## src/rtl/voice_mixer_pkg.sv

```systemverilog
// voice_mixer_pkg: shared types and constants for the voice mixer.
//   state_t    - mixer FSM states
//   SCALE_MUL  - fixed-point reciprocal of 100 (5243 / 2^19 ~= 0.01)
//   SCALE_SHIFT, MAG_MAX - shift paired with SCALE_MUL, magnitude ceiling
//   acc_w()    - accumulator width that cannot overflow for the given sizes
package voice_mixer_pkg;

    typedef enum logic [1:0] {
        IDLE  = 2'd0,
        ACCUM = 2'd1,
        SCALE = 2'd2,
        DONE  = 2'd3
    } state_t;

    localparam int SCALE_MUL   = 5243;
    localparam int SCALE_SHIFT = 19;
    localparam int MAG_MAX     = 100;

    function automatic int acc_w(input int sample_w, input int mag_w, input int num_voices);
        return sample_w + mag_w + $clog2(num_voices) + 1;
    endfunction

endpackage

```

## src/rtl/voice_mac.sv

```systemverilog
// voice_mac: clamp a voice magnitude to MAG_MAX, multiply it (unsigned) by the
// signed voice sample and accumulate the product.
// Ports:
//   Clk, Reset   - clock, synchronous active-low reset
//   clr          - synchronous clear of the accumulator (start of a mix)
//   en           - add this cycle's product
//   sample, mag  - current voice sample (signed) and magnitude (unsigned)
//   acc          - running signed sum
module voice_mac
    import voice_mixer_pkg::*;
#(
    parameter int SAMPLE_W = 16,
    parameter int MAG_W    = 8,
    parameter int ACC_W    = 27
) (
    input  logic                       Clk,
    input  logic                       Reset,
    input  logic                       clr,
    input  logic                       en,
    input  logic signed [SAMPLE_W-1:0] sample,
    input  logic        [MAG_W-1:0]    mag,
    output logic signed [ACC_W-1:0]    acc
);

    logic        [MAG_W-1:0]        mag_c;
    logic signed [SAMPLE_W+MAG_W:0] product;

    always_comb begin
        mag_c   = (mag > MAG_W'(MAG_MAX)) ? MAG_W'(MAG_MAX) : mag;
        // Zero-extend the magnitude so the multiply stays signed x unsigned.
        product = sample * $signed({1'b0, mag_c});
    end

    always_ff @(posedge Clk) begin
        if (!Reset)
            acc <= '0;
        else if (clr)
            acc <= '0;
        else if (en)
            acc <= acc + ACC_W'(product);
    end

endmodule

```

## src/rtl/voice_mixer.sv

```systemverilog
// voice_mixer: on each sample_tick, snapshots all voices, accumulates
// sample x min(mag,100) one voice per cycle, divides by 100 (floor) and
// saturates to SAMPLE_W bits.
// Ports:
//   Clk, Reset    - clock, synchronous active-low reset
//   sample_tick   - one-cycle pulse at the audio sample rate
//   voice_sample  - signed operator sample per voice
//   voice_mag     - unsigned envelope magnitude per voice (100 = x1.00)
//   mix_out       - signed mixed sample, held between updates
//   mix_valid     - one-cycle pulse when mix_out updates
//   busy          - high while the FSM is not IDLE
//   overrun_cnt   - saturating count of dropped ticks (only with
//                   VOICE_MIXER_OVERRUN_EN defined)
module voice_mixer
    import voice_mixer_pkg::*;
#(
    parameter int NUM_VOICES = 4,
    parameter int SAMPLE_W   = 16,
    parameter int MAG_W      = 8
) (
    input  logic                                 Clk,
    input  logic                                 Reset,
    input  logic                                 sample_tick,
    input  logic [NUM_VOICES-1:0][SAMPLE_W-1:0]  voice_sample,
    input  logic [NUM_VOICES-1:0][MAG_W-1:0]     voice_mag,
`ifdef VOICE_MIXER_OVERRUN_EN
    output logic [7:0]                           overrun_cnt,
`endif
    output logic signed [SAMPLE_W-1:0]           mix_out,
    output logic                                 mix_valid,
    output logic                                 busy
);

    localparam int ACC_W  = acc_w(SAMPLE_W, MAG_W, NUM_VOICES);
    localparam int PROD_W = ACC_W + 14;
    localparam int IDX_W  = (NUM_VOICES > 1) ? $clog2(NUM_VOICES) : 1;
    localparam logic [IDX_W-1:0] LAST_IDX = IDX_W'(NUM_VOICES - 1);
    localparam logic signed [ACC_W-1:0] SAT_MAX = ACC_W'((64'sd1 <<< (SAMPLE_W - 1)) - 1);
    localparam logic signed [ACC_W-1:0] SAT_MIN = -SAT_MAX - ACC_W'(1);

    state_t                              state;
    logic [IDX_W-1:0]                    idx;
    logic [NUM_VOICES-1:0][SAMPLE_W-1:0] snap_sample;
    logic [NUM_VOICES-1:0][MAG_W-1:0]    snap_mag;
    logic signed [ACC_W-1:0]             acc;
    logic signed [ACC_W-1:0]             scaled;
    logic signed [PROD_W-1:0]            prod;
    logic                                start;

    assign start = (state == IDLE) && sample_tick;

    voice_mac #(
        .SAMPLE_W (SAMPLE_W),
        .MAG_W    (MAG_W),
        .ACC_W    (ACC_W)
    ) u_mac (
        .Clk    (Clk),
        .Reset  (Reset),
        .clr    (start),
        .en     (state == ACCUM),
        .sample ($signed(snap_sample[idx])),
        .mag    (snap_mag[idx]),
        .acc    (acc)
    );

    // acc * 5243 >>> 19 approximates acc / 100 with floor rounding.
    always_comb begin
        prod = $signed({{(PROD_W - ACC_W){acc[ACC_W-1]}}, acc}) * $signed(PROD_W'(SCALE_MUL));
    end

    always_ff @(posedge Clk) begin
        if (!Reset) begin
            state       <= IDLE;
            idx         <= '0;
            snap_sample <= '0;
            snap_mag    <= '0;
            scaled      <= '0;
            mix_out     <= '0;
            mix_valid   <= 1'b0;
            busy        <= 1'b0;
        end else begin
            mix_valid <= 1'b0;
            case (state)
                IDLE: begin
                    if (sample_tick) begin
                        snap_sample <= voice_sample;
                        snap_mag    <= voice_mag;
                        idx         <= '0;
                        busy        <= 1'b1;
                        state       <= ACCUM;
                    end
                end
                ACCUM: begin
                    idx <= idx + 1'b1;
                    if (idx == LAST_IDX)
                        state <= SCALE;
                end
                SCALE: begin
                    scaled <= ACC_W'(prod >>> SCALE_SHIFT);
                    state  <= DONE;
                end
                DONE: begin
                    if (scaled > SAT_MAX)
                        mix_out <= SAMPLE_W'(SAT_MAX);
                    else if (scaled < SAT_MIN)
                        mix_out <= SAMPLE_W'(SAT_MIN);
                    else
                        mix_out <= SAMPLE_W'(scaled);
                    mix_valid <= 1'b1;
                    busy      <= 1'b0;
                    state     <= IDLE;
                end
                default: state <= IDLE;
            endcase
        end
    end

`ifdef VOICE_MIXER_OVERRUN_EN
    // Any tick seen outside IDLE is dropped; count it, saturating at 255.
    always_ff @(posedge Clk) begin
        if (!Reset)
            overrun_cnt <= '0;
        else if (sample_tick && (state != IDLE) && (overrun_cnt != 8'hFF))
            overrun_cnt <= overrun_cnt + 8'd1;
    end
`endif

endmodule
```

## config.mk

```make
export PLATFORM = sky130hd
export DESIGN_NAME = voice_mixer
export DESIGN_NICKNAME = d
export VERILOG_FILES = /design/src/rtl/voice_mixer_pkg.sv /design/src/rtl/voice_mac.sv /design/src/rtl/voice_mixer.sv
export SDC_FILE = /design/constraint.sdc
export NUM_CORES = 1
export LEC_CHECK = 0
export ABC_CLOCK_PERIOD_IN_PS = 9400
export CAP_MARGIN = 10
export CORE_MARGIN = 2
export CORE_UTILIZATION = 45
export DETAILED_ROUTE_END_ITERATION = 6
export PLACE_DENSITY_LB_ADDON = 0.05
export SYNTH_ARGS = -nofsm -noshare
export SYNTH_HDL_FRONTEND = slang
export SYNTH_SLANG_ARGS = --single-unit
```

## constraint.sdc

```tcl
create_clock -name Clk -period 9.4 [get_ports Clk]
set_input_delay 2.35 -clock Clk [delete_from_list [all_inputs] [get_ports Clk]]
set_output_delay 2.35 -clock Clk [all_outputs]
set_load 0.01 [all_outputs]
```

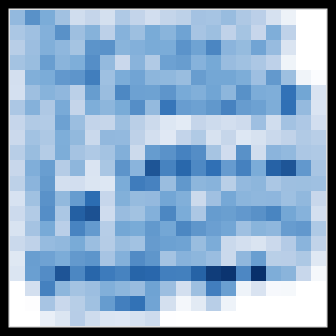
route_heat.png
21 x 21 tiles, from white (low) to dark blue (high), scaled to the fullest tile. Values are wire area over tile area, all layers added.
nearly empty tiles: 7.5%
mean over tiles: 0.15
fullest tile: 0.39

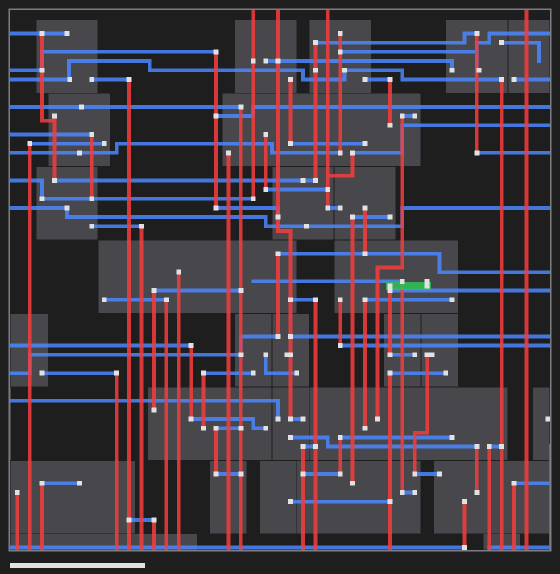
closeup.png
The bar under the picture is 5 microns long. Region (149, 149) to (169, 169) microns. Cells in grey, sequential cells in the stronger grey; small squares are vias.
| colour | layer |
|---|---|
| green | M3 |
| blue | M1 |
| red | M2 |
most frequent: and3_1 (5), fa_1 (5)
sequential cells in the window: 0
cells with their middle in the window: 23

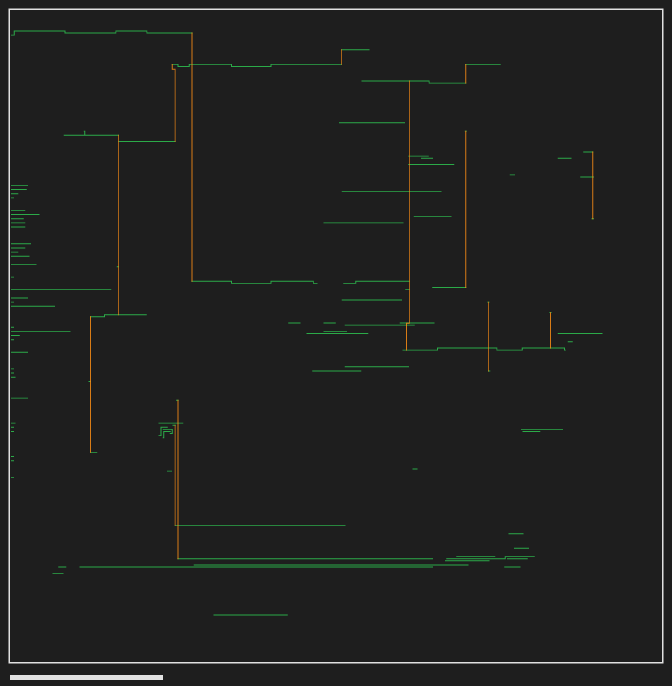
layers.png
The bar under the picture is 50 microns long. Two of the layers only.
| colour | layer | wire length |
|---|---|---|
| orange | M4 | 500 microns |
| green | M3 | 1290 microns |

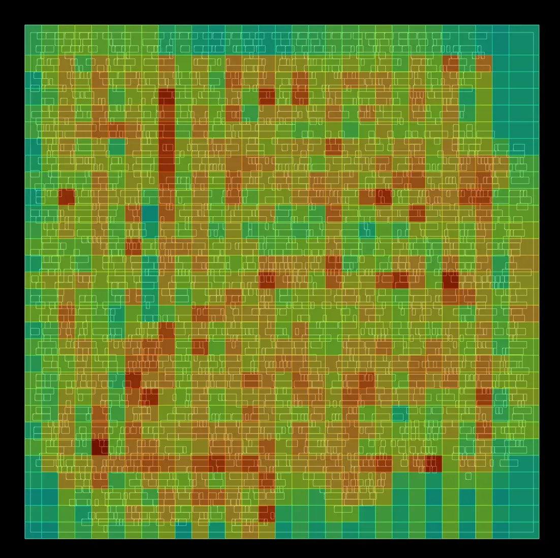
congestion_map.png
GR peak layer: met2
GR Util met1: 30.0%
Total GRT Usage: 21.2%
met2 Use GR: 34.6%
GRT met3 Usage: 3.25%

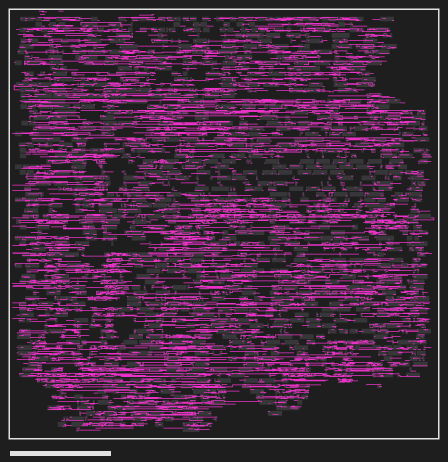
m1.png
The bar under the picture is 50 microns long. Cells faint in the background.
main direction: horizontal
share of all routed wire: 48%
routed wire length: 45100 microns
Via Count: 14100

==> run summary <==
run results: flop count 167, H-tree levels 4, Log Warnings 38, Area Growth Syn to Fin 12.2%, sequential share of cell area 15.2%, Design Area, Final 0.0219 sq mm, RSZ-0062 raised after global routing false, Layout Nets 2789, Startpoint Class register, cell count after synthesis 2117, setup TNS 0 ps, worst slack, placed 2030 ps, Post-DP HPWL 36800 microns, Die Ht 213 microns, Rows 76, port bufs 116, largest net degree at the start of global routing 111, Mux cell area share 4.71%, Synth Cell Area 0.0196 sq mm, top_reg_cell synth dfxtp_1, Hold Crit Class reg2reg, maximum clock frequency 136 MHz, crit path from idx[0], Root Buffer clkbuf_16, final cell count without fillers 2803, dpl cell area 0.0213 sq mm, clk sinks 167, Avg Cell Area, Syn 9.24 sq um, bufs w/o clock 127, non-clk buf share 5.75%, Max transition margin 25.7%, aoi share 12.1%, Worst Path Max Fanout 16, via density per instance 5.05, yosys cell count 2117, Fin. Hold Viols 0, Synth top cells by count inv_1 (393), nand2_1 (306), fa_1 (279), n_taps 585, asr flop ratio synth 0%, die width 213 microns, vias in the first global route 14700, Worst Tran Pin Value 1100 ps, outcome finished clean, Biggest Area Class logic gates, critical path required time 9750 ps, iteration-0 DRC count of the detailed router 574, initial antenna violation count 0, Final Util 51.1%, grt ovf 0, WHS 465 ps, cycle use final 78.5%, combinational gate count 1499, Post-synth EDFFs 0, multi-input gate share of total cell area 66.0%, worst reg2reg setup slack 2020 ps, Worst Slack Setup Final 2020 ps, Pre-Place Util 45.5%
## registers in the layout (all words and copies together) (netlist names)
signal,count
scaled,22
idx,2
u_mac.acc,27
mix_out,16
state,2
mix_valid,1
snap_sample,64
busy,1
snap_mag,32
## worst max path at each step
| stage | slack [ps] | end | depth (start not counted) |
|---|---|---|---|
| after global placement | 2220 | u_mac.acc[26] | 23 |
| after detailed placement | 2030 | u_mac.acc[26] | 23 |
| after global routing | 1580 | u_mac.acc[26] | 23 |
| after floorplan | 2900 | u_mac.acc[25] | 23 |
| final | 2020 | u_mac.acc[26] | 23 |
| after CTS | 1990 | u_mac.acc[26] | 23 |
## cell usage in the layout (no fill, tap or decap), types with 18 or more instances in the layout
master,count
a21boi_0,111
a21o_1,26
and2_1,27
fa_1,279
ha_1,205
nor2b_1,34
xnor2_1,41
inv_1,393
clkdlybuf4s50_1,115
nor2_1,59
o21ai_0,54
nand2_1,305
a21oi_1,70
and3_1,28
xor2_1,18
mux2i_1,38
mux4_2,24
nand3_1,19
dfxtp_1,166
## critical path, stage by stage, from the launching register on
cell	delay (ps)
dfxtp_2	570
mux4_2	710
or3_1	410
a21o_1	250
nor2b_4	370
nand2_1	210
fa_1	770
fa_1	570
fa_1	520
inv_1	50
fa_1	470
inv_1	50
fa_1	470
inv_1	40
ha_1	350
a21oi_1	280
o21ai_0	170
a21oi_1	160
o21ai_0	140
nor4b_1	290
mux2i_1	120
nand3_1	100
xnor2_1	130
nor2_1	50
## metal layers
metal	wire length (microns)	track usage (%)
met5	0	0
met1	21600	30.0
met2	21700	34.6
met3	1290	3.25
met4	500	4.44
